===== src/rtl/pcie_tx_drain.sv =====
// Drains committed packets from a 64-bit TX FIFO into the PCIe core AXI-Stream port.
// Handles forced-tlast tails, oversize truncation and per-packet accounting.
module pcie_tx_drain #(
  parameter int PKT_CNT_W  = 8,
  parameter int BUF_AV_MIN = 1,
  parameter int MAX_BEATS  = 34
) (
  input  logic                 pcie_clk,
  input  logic                 pcie_rst,
  input  logic                 pkt_commit,
  input  logic [77:0]          dout,
  input  logic                 empty,
  output logic                 rd_en,
  input  logic [5:0]           tx_buf_av,
  output logic                 s_axis_tx_tvalid,
  input  logic                 s_axis_tx_tready,
  output logic [63:0]          s_axis_tx_tdata,
  output logic [7:0]           s_axis_tx_tkeep,
  output logic                 s_axis_tx_tlast,
  output logic [3:0]           s_axis_tx_tuser,
  output logic [31:0]          tx_pkt_cnt,
  output logic [15:0]          tx_dsc_cnt,
  output logic                 cnt_ovf
);

  localparam int BW = $clog2(MAX_BEATS + 1);
  localparam logic [5:0] AV_MIN = 6'(BUF_AV_MIN);
  localparam logic [BW-1:0] LAST_IDX = BW'(MAX_BEATS - 1);

  typedef enum logic [1:0] {IDLE, STREAM, DISCARD} state_t;

  state_t state_q, state_d;

  logic                 f_valid, f_last;
  logic [7:0]           f_keep;
  logic [63:0]          f_data;
  logic                 unused_tuser;

  assign f_valid      = dout[77];
  assign f_last       = dout[76];
  assign f_keep       = dout[75:68];
  assign f_data       = dout[67:4];
  assign unused_tuser = ^dout[3:0];

  logic                 tvalid_q, tvalid_d;
  logic [63:0]          tdata_q, tdata_d;
  logic [7:0]           tkeep_q, tkeep_d;
  logic                 tlast_q, tlast_d;
  logic [3:0]           tuser_q, tuser_d;
  logic [BW-1:0]        beat_q, beat_d;
  logic [PKT_CNT_W-1:0] pkt_cnt_q, pkt_cnt_d;
  logic                 ovf_q, ovf_d;
  logic [31:0]          tx_pkt_q, tx_pkt_d;
  logic [15:0]          tx_dsc_q, tx_dsc_d;

  logic out_free, trunc, start, hs_last;

  assign out_free = !tvalid_q || s_axis_tx_tready;
  assign trunc    = f_valid && !f_last && (beat_q == LAST_IDX);
  assign start    = (pkt_cnt_q != '0) && !empty &&
                    (tx_buf_av >= AV_MIN) && out_free;
  assign hs_last  = tvalid_q && s_axis_tx_tready && tlast_q;

  always_ff @(posedge pcie_clk) begin
    if (pcie_rst) state_q <= IDLE;
    else          state_q <= state_d;
  end

  always_comb begin
    state_d = state_q;
    unique case (state_q)
      IDLE:    if (start) state_d = STREAM;
      STREAM:  if (rd_en) begin
                 if (f_last)     state_d = IDLE;
                 else if (trunc) state_d = DISCARD;
               end
      DISCARD: if (rd_en && f_last) state_d = IDLE;
      default: state_d = IDLE;
    endcase
  end

  always_comb begin
    rd_en = 1'b0;
    unique case (state_q)
      STREAM:  rd_en = !empty && out_free;
      DISCARD: rd_en = !empty;
      default: rd_en = 1'b0;
    endcase
    if (pcie_rst) rd_en = 1'b0;
  end

  always_comb begin
    tvalid_d = tvalid_q && !s_axis_tx_tready;
    tdata_d  = tdata_q;
    tkeep_d  = tkeep_q;
    tlast_d  = tlast_q;
    tuser_d  = tuser_q;
    beat_d   = (state_q == STREAM) ? beat_q : '0;
    if (state_q == STREAM && rd_en) begin
      if (f_valid) begin
        tvalid_d = 1'b1;
        tdata_d  = f_data;
        tlast_d  = f_last || trunc;
        tuser_d  = {trunc, 3'b000};
        tkeep_d  = (f_last && f_keep[7:4] == 4'h0) ? 8'h0F : 8'hFF;
        beat_d   = beat_q + BW'(1);
      end else if (f_last) begin
        tvalid_d = 1'b1;
        tdata_d  = '0;
        tlast_d  = 1'b1;
        tuser_d  = 4'b1000;
        tkeep_d  = 8'hFF;
      end
    end
  end

  // Commit and tlast-pop in the same cycle cancel out.
  always_comb begin
    pkt_cnt_d = pkt_cnt_q;
    ovf_d     = ovf_q;
    if (pkt_commit && !(rd_en && f_last)) begin
      if (&pkt_cnt_q) ovf_d = 1'b1;
      else            pkt_cnt_d = pkt_cnt_q + PKT_CNT_W'(1);
    end else if (!pkt_commit && rd_en && f_last && pkt_cnt_q != '0) begin
      pkt_cnt_d = pkt_cnt_q - PKT_CNT_W'(1);
    end
    tx_pkt_d = hs_last ? tx_pkt_q + 32'd1 : tx_pkt_q;
    tx_dsc_d = (hs_last && tuser_q[3]) ? tx_dsc_q + 16'd1 : tx_dsc_q;
  end

  always_ff @(posedge pcie_clk) begin
    if (pcie_rst) begin
      tvalid_q  <= 1'b0;
      tdata_q   <= '0;
      tkeep_q   <= '0;
      tlast_q   <= 1'b0;
      tuser_q   <= '0;
      beat_q    <= '0;
      pkt_cnt_q <= '0;
      ovf_q     <= 1'b0;
      tx_pkt_q  <= '0;
      tx_dsc_q  <= '0;
    end else begin
      tvalid_q  <= tvalid_d;
      tdata_q   <= tdata_d;
      tkeep_q   <= tkeep_d;
      tlast_q   <= tlast_d;
      tuser_q   <= tuser_d;
      beat_q    <= beat_d;
      pkt_cnt_q <= pkt_cnt_d;
      ovf_q     <= ovf_d;
      tx_pkt_q  <= tx_pkt_d;
      tx_dsc_q  <= tx_dsc_d;
    end
  end

  assign s_axis_tx_tvalid = tvalid_q;
  assign s_axis_tx_tdata  = tdata_q;
  assign s_axis_tx_tkeep  = tkeep_q;
  assign s_axis_tx_tlast  = tlast_q;
  assign s_axis_tx_tuser  = tuser_q;
  assign tx_pkt_cnt       = tx_pkt_q;
  assign tx_dsc_cnt       = tx_dsc_q;
  assign cnt_ovf          = ovf_q;

endmodule


===== config.mk =====
export PLATFORM = sky130hd
export DESIGN_NAME = pcie_tx_drain
export DESIGN_NICKNAME = d
export VERILOG_FILES = /design/src/rtl/pcie_tx_drain.sv
export SDC_FILE = /design/constraint.sdc
export NUM_CORES = 1
export LEC_CHECK = 0
export CORE_MARGIN = 10
export CORE_UTILIZATION = 45
export DETAILED_ROUTE_END_ITERATION = 10
export PLACE_DENSITY = 0.82
export SLEW_MARGIN = 20
export SYNTH_ARGS = -nofsm -noshare
export SYNTH_HDL_FRONTEND = slang
export SYNTH_SLANG_ARGS = --single-unit

===== constraint.sdc =====
create_clock -name pcie_clk -period 8 [get_ports pcie_clk]
set_input_delay 1.6 -clock pcie_clk [delete_from_list [all_inputs] [get_ports pcie_clk]]
set_output_delay 1.6 -clock pcie_clk [all_outputs]
set_load 0.005 [all_outputs]

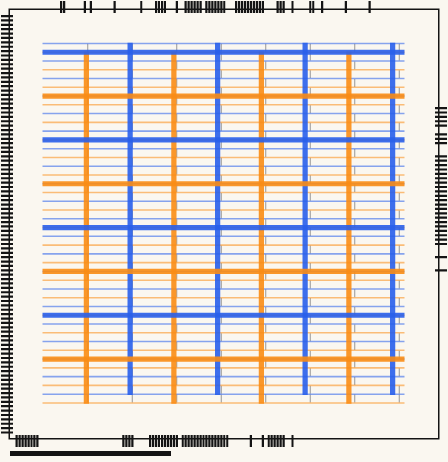
Figure 1: supply network.
Scale bar: 50 um. Pins as bars on the die edge. Tap cells in gray.
[VSS] orange
[VDD] blue
rows: 41
signal pins: 217
tap cells: 172

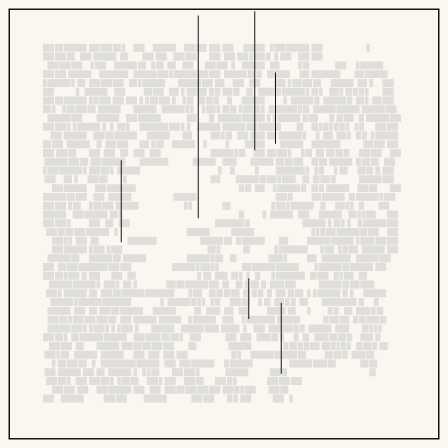
Figure 2: metal 4.
Cells faint in the background.
wire length on this layer: 186 um
main direction: vertical
longest straight run: 62.6 um
share of all routed wire: 1.0%

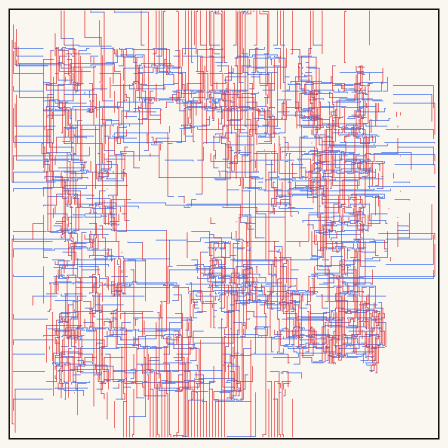
Figure 3: wiring by layer.
Two of the layers only.
[metal 1] blue | wire length: 6700 um
[metal 2] red | wire length: 8890 um

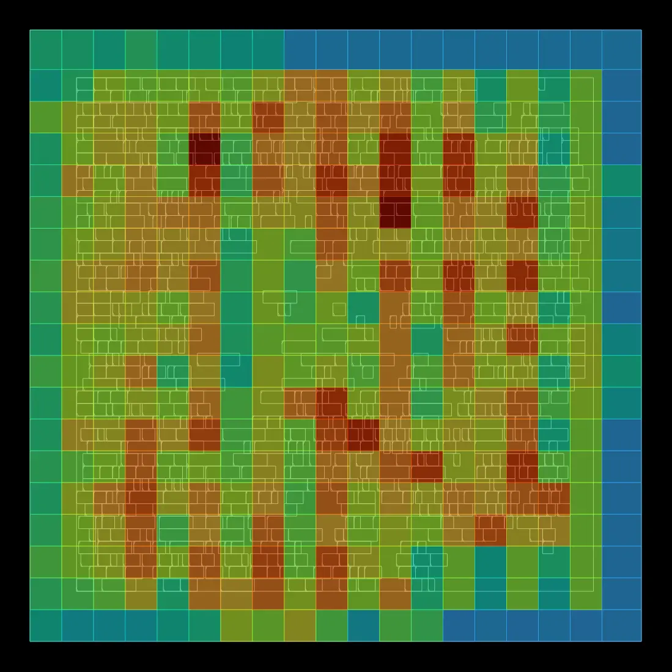
Figure 4: congestion heat map.
fin util: 67.1%
grt peak-use layer: met2

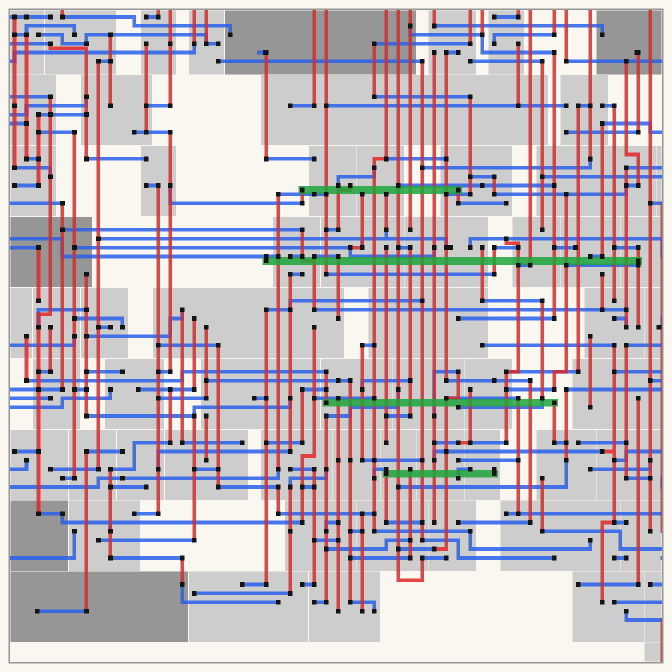
Figure 5: close-up of the layout.
Region (87, 21) to (112, 46) um. Cells in gray, sequential cells in the stronger gray; small squares are vias.
[metal 3] green
[metal 1] blue
[metal 2] red
netlist names of flops here include: `pkt_cnt_q` (2)
sequential cells in the window: 2
cells with their middle in the window: 55

==> run_results.csv <==
group,metric,value,unit
run_status,status,"finished clean",
critical_path,crit_fanout,6,
die,core_area,12500,um^2
critical_path,rrSetupSlack,4.76,ns
finish,final_cell_area,8400,um^2
power,power_switching,0.000415,W
critical_path,slowest_stage,"clkdlybuf4s50_1",
grt,grt_util_met3,11.8,%
synth,ys_seq_share,46.9,%
hold_path,whs_endpoint,"s_axis_tx_tdata[14]",
finish,stdcell_count,1016,
power,ir_worst_vdd,0.135,mV
timing,drv_slew,0,
synth,top_cell,"dfxtp_1",
synth,ys_warn_count,0,
timing,setup_ws,3.08,ns
synth,ys_top_cells_by_count,"134 x dfxtp_1, 118 x nor2_1, 62 x a22oi_1, 33 x clkbuf_1, 31 x nand2_1",
cts,clk_latency,0.41,ns
grt,grt_overflow,0,
placed_design,dp_slack,3.08,ns
drt,wl_met3,2.14,mm
drt,highest-signal-layer,"met4",
finish,antenna_cells,0,
placed_design,hpwlAfterDp,13.2,mm
power,powerDensity,199,nW/um^2
finish,drive_gt1_share,5.09,%
placed_design,gp_congestion,0.854,
finish,largest_reg_flops,64,
timing,skew,0.00822,ns
timing,setup_viol,0,
critical_path,cpMostUsedCell,"clkdlybuf4s50_1",
critical_path,regToRegStartpoint,"state_q[1]",
cts,h-tree-depth,4,
synth,yosys_most_used_dff,"dfxtp_1",
timing,finalHoldViolations,0,
synth,synth-async-reset-ratio,0,%
drt,drc,0,
power,sequentialPowerShare,41.8,%
die,pin_count,217,
die,die-area,17600,um^2
critical_path,cp-end-kind,"output port",
grt,grt_max_degree,71,
run,drv_cap,0,
synth,synth_area,5720,um^2
critical_path,crit_chain,"clkdlybuf4s50_1 > nand2b_1 > a21o_1 > nand2_1 > inv_1 > clkdlybuf4s50_1",
critical_path,path_buffers,3,
cts,cts_resized,0,
grt,grt_usage,19.6,%
critical_path,cp_top_family,"buffers and inverters",
grt,grt_use_met1,19.8,%
drt,viasPerCell,5.40,
synth,edf_count,0,
synth,syn_inst,650,
synth,area_leaders,"dfxtp_1 47%, a22oi_1 8.1%, nor2_1 7.7%",
critical_path,cp.required,6.40,ns
drt,wl_per_cell,17.6,um
power,swShare,24.9,%
power,p_leak,2.95,nW
drt,dr.first_iter.drc_count,395,
cts,path_clk_slew,0.06,ns
finish,final_common_cell,"clkdlybuf4s50_1",
placed_design,portBuffers,205,
grt,met2_usage,33.1,%
hold_path,holdPathStages,2,
drt,firstDrtPassIters,6,
critical_path,r2r-end,"pkt_cnt_q[7]",
cts,clockBufferDepth,2,
die,fp.dieW,133,um
power groups by stage:
stage	Combinational (W)	Sequential (W)	Clock [W]
2_1_floorplan	0.000118	0.000708	0
3_3_place_gp	0.000190	0.000709	0
3_5_place_dp	0.000199	0.000710	0
4_1_cts	0.000201	0.000696	0.000786
5_1_grt	0.000220	0.000699	0.000819
6_report	0.000201	0.000697	0.000771
worst max-delay path by stage:
stage / to / startpoint / depth (start not counted)
after floorplan: rd_en / pcie_rst / 4
after global placement: rd_en / s_axis_tx_tready / 6
after detailed placement: rd_en / s_axis_tx_tready / 6
after CTS: rd_en / s_axis_tx_tready / 6
after global routing: rd_en / s_axis_tx_tready / 6
final: rd_en / s_axis_tx_tready / 6
per-stage QoR:
step	hold WS [ns]	power, W
finish	0.457	0.00167
detailed placement	0.452	0.000909
CTS	0.458	0.00168
global route	0.481	0.00174
floorplan	0.448	0.000826
global placement	0.440	0.000899
worst reg2reg max path: stages (launching register included):
cell      delay, ns
dfxtp_1        0.38
inv_1          0.08
ha_1           0.27
nor3b_2        0.40
nand3_1        0.21
nand2_1        0.31
ha_1           0.31
a211oi_1       0.25
nor2_1         0.12
o22ai_1        0.22
mux2i_1        0.23
mux2_2         0.35
layout make-up:
cell class,instances,area (um^2)
multi-input cells,457,2800
repair buffers,207,2060
clock inverters,14,148
well taps,172,215
inverters,14,52.6
fillers,1001,4120
flip-flops and latches,134,2680
clock buffers,18,439
logic make-up after synthesis:
family,share of synthesized area [%]
multiplexers,1.11
flip-flops,46.9
XOR/XNOR,6.27
other,0.0655
buffers and inverters,4.63
adder cells (fa/ha/maj),3.19
AND/OR/NAND/NOR,22.2
AND-OR/OR-AND,15.7
Power figures rest on the tool's default switching activity, not on a simulated workload.
